$ cat config.mk
export PLATFORM = sky130hd
export DESIGN_NAME = barrel_shifter_flat
export DESIGN_NICKNAME = d
export VERILOG_FILES = /design/src/rtl/cpu_types_pkg.sv /design/src/rtl/barrel_shifter_if.sv /design/src/rtl/barrel_shift_core.sv /design/src/rtl/barrel_shifter.sv /design/src/flat_wrapper.sv
export SDC_FILE = /design/constraint.sdc
export NUM_CORES = 1
export LEC_CHECK = 0
export CORE_MARGIN = 3
export CORE_UTILIZATION = 30
export DETAILED_ROUTE_END_ITERATION = 10
export PLACE_DENSITY = 0.43
export SLEW_MARGIN = 20
export SYNTH_ARGS = -nofsm -noshare
export SYNTH_HDL_FRONTEND = slang
export SYNTH_HIERARCHICAL = 1
export SYNTH_SLANG_ARGS = --single-unit
$ cat constraint.sdc
create_clock -name clk -period 10.6 [get_ports clk]
set_clock_uncertainty 0.2 [all_clocks]
set_input_delay 2.12 -clock clk [delete_from_list [all_inputs] [get_ports clk]]
set_output_delay 2.12 -clock clk [all_outputs]
set_load 0.03 [all_outputs]
$ cat src/rtl/cpu_types_pkg.sv
// Shared CPU datapath types: shift source and shift kind selectors used by
// the operand-2 barrel shifter and its neighbours.
package cpu_types_pkg;

  typedef enum logic [1:0] {
    LSL = 2'd0,
    LSR = 2'd1,
    ASR = 2'd2,
    ROR = 2'd3
  } shift_type_t;

  typedef enum logic [1:0] {
    SRC_IMM_ROT = 2'd0,
    SRC_REG_IMM = 2'd1,
    SRC_REG_REG = 2'd2
  } shift_src_t;

  localparam int unsigned WORD_W = 32;

endpackage

$ cat src/rtl/barrel_shifter_if.sv
// Operand-2 request/result bundle between the decode stage (master) and the
// barrel shifter (slave).
interface barrel_shifter_if import cpu_types_pkg::*; ();

  logic              start;
  shift_src_t        shift_src;
  shift_type_t       shift_type;
  logic [4:0]        imm_amount;
  logic [7:0]        imm8;
  logic [3:0]        rot4;
  logic [WORD_W-1:0] rm_value;
  logic [WORD_W-1:0] rs_value;
  logic              carry_in;
  logic [WORD_W-1:0] op_b;
  logic              carry_out;
  logic              busy;
  logic              valid;

  modport master (
    output start, shift_src, shift_type, imm_amount, imm8, rot4,
           rm_value, rs_value, carry_in,
    input  op_b, carry_out, busy, valid
  );

  modport slave (
    input  start, shift_src, shift_type, imm_amount, imm8, rot4,
           rm_value, rs_value, carry_in,
    output op_b, carry_out, busy, valid
  );

endinterface

$ cat src/rtl/barrel_shift_core.sv
// Combinational ARM shifter: one shift of a 32-bit value by an 8-bit amount,
// with the immediate-encoding (#0 = #32 / RRX) or register-encoding rules.
module barrel_shift_core
  import cpu_types_pkg::*;
(
  input  shift_type_t       shift_type,
  input  logic [7:0]        amount,
  input  logic              amount_is_imm,
  input  logic [WORD_W-1:0] value,
  input  logic              carry_in,
  output logic [WORD_W-1:0] result,
  output logic              carry
);

  logic [4:0]        n;
  logic              amount_big;
  logic              amount_is_32;
  logic [WORD_W:0]   wide_l;
  logic [WORD_W:0]   wide_r;
  logic [WORD_W:0]   wide_a;
  logic [WORD_W-1:0] rot_val;

  // The extra bit of each 33-bit shift catches the last bit shifted out,
  // which is the carry for every in-range amount.
  assign n            = amount[4:0];
  assign amount_big   = |amount[7:5];
  assign amount_is_32 = (amount == 8'd32);
  assign wide_l       = {1'b0, value} << n;
  assign wide_r       = {value, 1'b0} >> n;
  assign wide_a       = $signed({value, 1'b0}) >>> n;
  assign rot_val      = (value >> n) | (value << (6'd32 - {1'b0, n}));

  always_comb begin
    result = value;
    carry  = carry_in;
    if (amount_is_imm) begin
      unique case (shift_type)
        LSL: if (n != 5'd0) {carry, result} = wide_l;
        LSR: begin
          if (n == 5'd0) begin
            result = '0;
            carry  = value[31];
          end else begin
            {result, carry} = wide_r;
          end
        end
        ASR: begin
          if (n == 5'd0) begin
            result = {WORD_W{value[31]}};
            carry  = value[31];
          end else begin
            {result, carry} = wide_a;
          end
        end
        ROR: begin
          if (n == 5'd0) begin
            result = {carry_in, value[31:1]};
            carry  = value[0];
          end else begin
            result = rot_val;
            carry  = rot_val[31];
          end
        end
        default: ;
      endcase
    end else if (amount != 8'd0) begin
      // Register amounts of 32 and above are resolved here, never by a shift.
      unique case (shift_type)
        LSL: begin
          if (!amount_big) begin
            {carry, result} = wide_l;
          end else begin
            result = '0;
            carry  = amount_is_32 ? value[0] : 1'b0;
          end
        end
        LSR: begin
          if (!amount_big) begin
            {result, carry} = wide_r;
          end else begin
            result = '0;
            carry  = amount_is_32 ? value[31] : 1'b0;
          end
        end
        ASR: begin
          if (!amount_big) begin
            {result, carry} = wide_a;
          end else begin
            result = {WORD_W{value[31]}};
            carry  = value[31];
          end
        end
        ROR: begin
          if (n == 5'd0) begin
            result = value;
            carry  = value[31];
          end else begin
            result = rot_val;
            carry  = rot_val[31];
          end
        end
        default: ;
      endcase
    end
  end

endmodule

$ cat src/rtl/barrel_shifter.sv
// Operand-2 stage: one-cycle immediate forms, two-cycle register-amount form,
// registered op_b/carry_out held for the ALU between valid pulses.
module barrel_shifter
  import cpu_types_pkg::*;
(
  input  logic               clk,
  input  logic               reset,
  barrel_shifter_if.slave    bus
);

  localparam logic [0:0] ST_IDLE  = 1'b0;
  localparam logic [0:0] ST_SHIFT = 1'b1;

  logic [0:0]        state;
  logic [WORD_W-1:0] lat_value;
  logic [7:0]        lat_amount;
  shift_type_t       lat_type;
  logic              lat_carry;

  shift_type_t       core_type;
  logic [7:0]        core_amount;
  logic              core_is_imm;
  logic [WORD_W-1:0] core_value;
  logic              core_cin;
  logic [WORD_W-1:0] core_result;
  logic              core_carry;

  wire unused_rs_high = ^bus.rs_value[31:8];

  // A single core serves both paths: live inputs in IDLE, latches in SHIFT.
  // The immediate rotate is a register-style ROR by 2*rot4, whose amount-0
  // case already yields the unrotated value with the incoming carry.
  always_comb begin
    core_type   = lat_type;
    core_amount = lat_amount;
    core_is_imm = 1'b0;
    core_value  = lat_value;
    core_cin    = lat_carry;
    if (state == ST_IDLE) begin
      unique case (bus.shift_src)
        SRC_IMM_ROT: begin
          core_type   = ROR;
          core_amount = {3'b000, bus.rot4, 1'b0};
          core_value  = {24'd0, bus.imm8};
          core_cin    = bus.carry_in;
        end
        SRC_REG_IMM: begin
          core_type   = bus.shift_type;
          core_amount = {3'b000, bus.imm_amount};
          core_is_imm = 1'b1;
          core_value  = bus.rm_value;
          core_cin    = bus.carry_in;
        end
        default: ;
      endcase
    end
  end

  barrel_shift_core u_core (
    .shift_type    (core_type),
    .amount        (core_amount),
    .amount_is_imm (core_is_imm),
    .value         (core_value),
    .carry_in      (core_cin),
    .result        (core_result),
    .carry         (core_carry)
  );

  // FSM, operand latches and output registers.
  always_ff @(posedge clk) begin
    if (reset) begin
      state         <= ST_IDLE;
      lat_value     <= '0;
      lat_amount    <= '0;
      lat_type      <= LSL;
      lat_carry     <= 1'b0;
      bus.op_b      <= '0;
      bus.carry_out <= 1'b0;
      bus.valid     <= 1'b0;
    end else begin
      bus.valid <= 1'b0;
      unique case (state)
        ST_IDLE: begin
          if (bus.start) begin
            if (bus.shift_src == SRC_REG_REG) begin
              lat_value  <= bus.rm_value;
              lat_amount <= bus.rs_value[7:0];
              lat_type   <= bus.shift_type;
              lat_carry  <= bus.carry_in;
              state      <= ST_SHIFT;
            end else if (bus.shift_src == SRC_IMM_ROT ||
                         bus.shift_src == SRC_REG_IMM) begin
              bus.op_b      <= core_result;
              bus.carry_out <= core_carry;
              bus.valid     <= 1'b1;
            end
          end
        end
        ST_SHIFT: begin
          bus.op_b      <= core_result;
          bus.carry_out <= core_carry;
          bus.valid     <= 1'b1;
          state         <= ST_IDLE;
        end
        default: state <= ST_IDLE;
      endcase
    end
  end

  assign bus.busy = (state == ST_SHIFT);

endmodule

$ cat src/flat_wrapper.sv
// flat-port wrapper written by rule: the top's interface ports become plain ports
module barrel_shifter_flat import cpu_types_pkg::*;
  (clk, reset, bus_start, bus_shift_src, bus_shift_type, bus_imm_amount, bus_imm8, bus_rot4, bus_rm_value, bus_rs_value, bus_carry_in, bus_op_b, bus_carry_out, bus_busy, bus_valid);
  barrel_shifter_if bus_i ();
  input  logic clk;
  input  logic reset;
  input wire logic [$bits(bus_i.start)-1:0] bus_start;
  input wire logic [$bits(bus_i.shift_src)-1:0] bus_shift_src;
  input wire logic [$bits(bus_i.shift_type)-1:0] bus_shift_type;
  input wire logic [$bits(bus_i.imm_amount)-1:0] bus_imm_amount;
  input wire logic [$bits(bus_i.imm8)-1:0] bus_imm8;
  input wire logic [$bits(bus_i.rot4)-1:0] bus_rot4;
  input wire logic [$bits(bus_i.rm_value)-1:0] bus_rm_value;
  input wire logic [$bits(bus_i.rs_value)-1:0] bus_rs_value;
  input wire logic [$bits(bus_i.carry_in)-1:0] bus_carry_in;
  output wire logic [$bits(bus_i.op_b)-1:0] bus_op_b;
  output wire logic [$bits(bus_i.carry_out)-1:0] bus_carry_out;
  output wire logic [$bits(bus_i.busy)-1:0] bus_busy;
  output wire logic [$bits(bus_i.valid)-1:0] bus_valid;
  assign bus_i.start = bus_start;
  assign bus_i.shift_src = bus_shift_src;
  assign bus_i.shift_type = bus_shift_type;
  assign bus_i.imm_amount = bus_imm_amount;
  assign bus_i.imm8 = bus_imm8;
  assign bus_i.rot4 = bus_rot4;
  assign bus_i.rm_value = bus_rm_value;
  assign bus_i.rs_value = bus_rs_value;
  assign bus_i.carry_in = bus_carry_in;
  assign bus_op_b = bus_i.op_b;
  assign bus_carry_out = bus_i.carry_out;
  assign bus_busy = bus_i.busy;
  assign bus_valid = bus_i.valid;
  barrel_shifter u_core (.clk(clk), .reset(reset), .bus(bus_i));
endmodule
==> impl_metrics.tcl <==
# flow metrics
set metrics [dict create \
    viasPerCell 6.59 \
    crit_path_start "bus_shift_src[1]" \
    max_stage_delay_ns 0.71 \
    n_all_buffers 181 \
    drive_gt1_share_pct 16.4 \
    fin_util_pct 34.7 \
    placed_cells 2356 \
    route.detailed.drc 0 \
    place_area_um2 14800 \
    wl_met3_mm 7.74 \
    drtPass1Iterations 6 \
    seq-power_w 0.000317 \
    grt_pass1_wl_mm 110 \
    sh_comb_area_pct 71.7 \
    worst-path-buf-inv 3 \
    top_area_cell "mux4_2" \
    wl_met1_mm 30.9 \
    hold_viol_final 0 \
    met1_usage_pct 41.6 \
    p_leak_nw 5.32 \
    holdPathStages 2 \
    die_h_um 217 \
    reg2reg_slack_ns 4.77 \
    ff_count 78 \
    final_area_um2 15100 \
    nWellTaps 585 \
    grt_overflow_total 0 \
    drv_cap 0 \
    logic_area_um2 10800 \
    cts_hold_buf 0 \
    crit_path_top_delay_cell "mux4_2" \
    whs_endpoint "u_core/lat_carry" \
    clockRootBuffer "clkbuf_16" \
    syn-num-nets 1884 \
    cts_resized 0 \
    critPathLaunchType "input port" \
    syn_area_um2 13400 \
    htree_num_levels 3 \
    edf_count 0 \
    cts_setup_buffers 0 \
    grt_use_met2_pct 47.4 \
    hpwlAfterDp_mm 55.7 \
    cts_buffers 9 \
    hold-worst-slack_ns 0.254 \
    layout.cells.non_filler 2372 \
    area_growth_pct 13.0 \
    critical_path.top_delay_family "multiplexers" \
    endpoint "u_core/bus.op_b[17]" \
    grt_setup_unrepaired "false" \
    final_common_cell "nand2_1" \
    inverters 24 \
    sw_frac_of_total_pct 52.5 \
    antennaDiodeCount 0 \
    min_path_type "flip-flop to flip-flop" \
    status "completed" \
    clk_pin_slew_ns 0.07 \
    cts_buffer_depth 2 \
    cts.sinks 78 \
    yosysCellCount 1793 \
    crit_arrival_ns 7.68 \
    min_from "u_core/lat_carry" \
    aoi_share_pct 28.4 \
    path_depth 15 \
    grt_max_degree 121 \
    worstSetupPathType "input port to flip-flop" \
    r2r_start "u_core/bus.busy" \
    comb-power_w 0.00115 \
    grt_pass1_vias 14800 \
    drtIter0Drc 1917 \
    pwr-share-comb_pct 64.5 \
    synthArstFlopShare_pct 0 \
    p_clk_w 0.000315 \
    ff2ff_path_depth 14 \
    clkPwrFrac_pct 17.7 \
    synth.distinct_cells 102 \
    layout_top_cells "nand2_1, nor2_1, mux2i_1" \
]
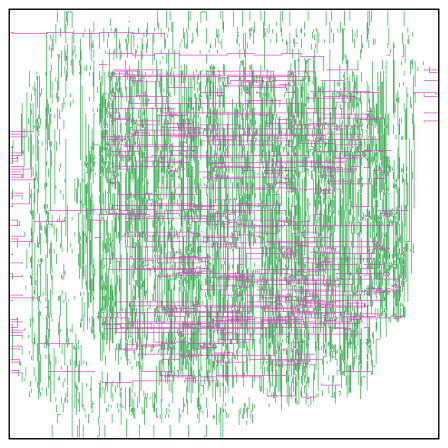
*Wiring by layer*
Only two layers are drawn.
| colour | layer | wire length |
|---|---|---|
| green | metal 2 | 32.5 mm |
| magenta | metal 3 | 7740 um |
vias: 15600
GR Util All Layers: 32.1%
WL/cell: 32.5 um
total wire length: 77.0 mm

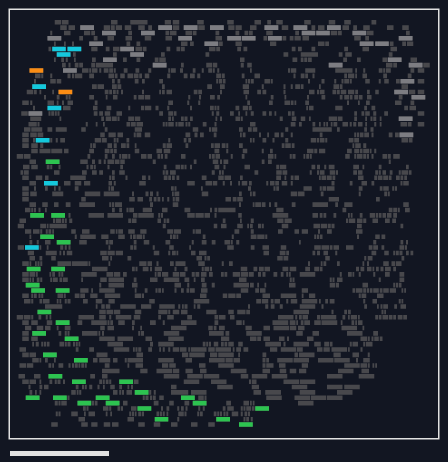
*Sequential cells grouped by signal name*
Bar = 50 um. Other sequential cells in the stronger grey, the rest of the logic in the fainter grey.
| colour | netlist name | sequential cells |
|---|---|---|
| orange | u_core/lat_type | 2 |
| green | u_core/lat_value | 32 |
| cyan | u_core/lat_amount | 8 |
not coloured: 36

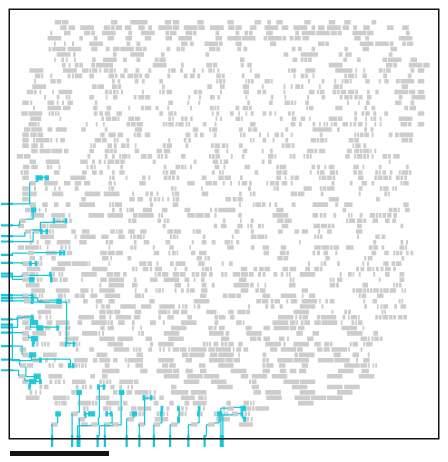
*Wires at chosen ports, followed through buffers*
Bar = 50 um.
| colour | port | direction | edge | end cells | wire |
|---|---|---|---|---|---|
| cyan | bus_rm_value | input | 18 left, 14 bottom | 64 | 706 um |
Port Buffers: 99
IO Count: 124

Power figures rest on the tool's default switching activity, not on a simulated workload.
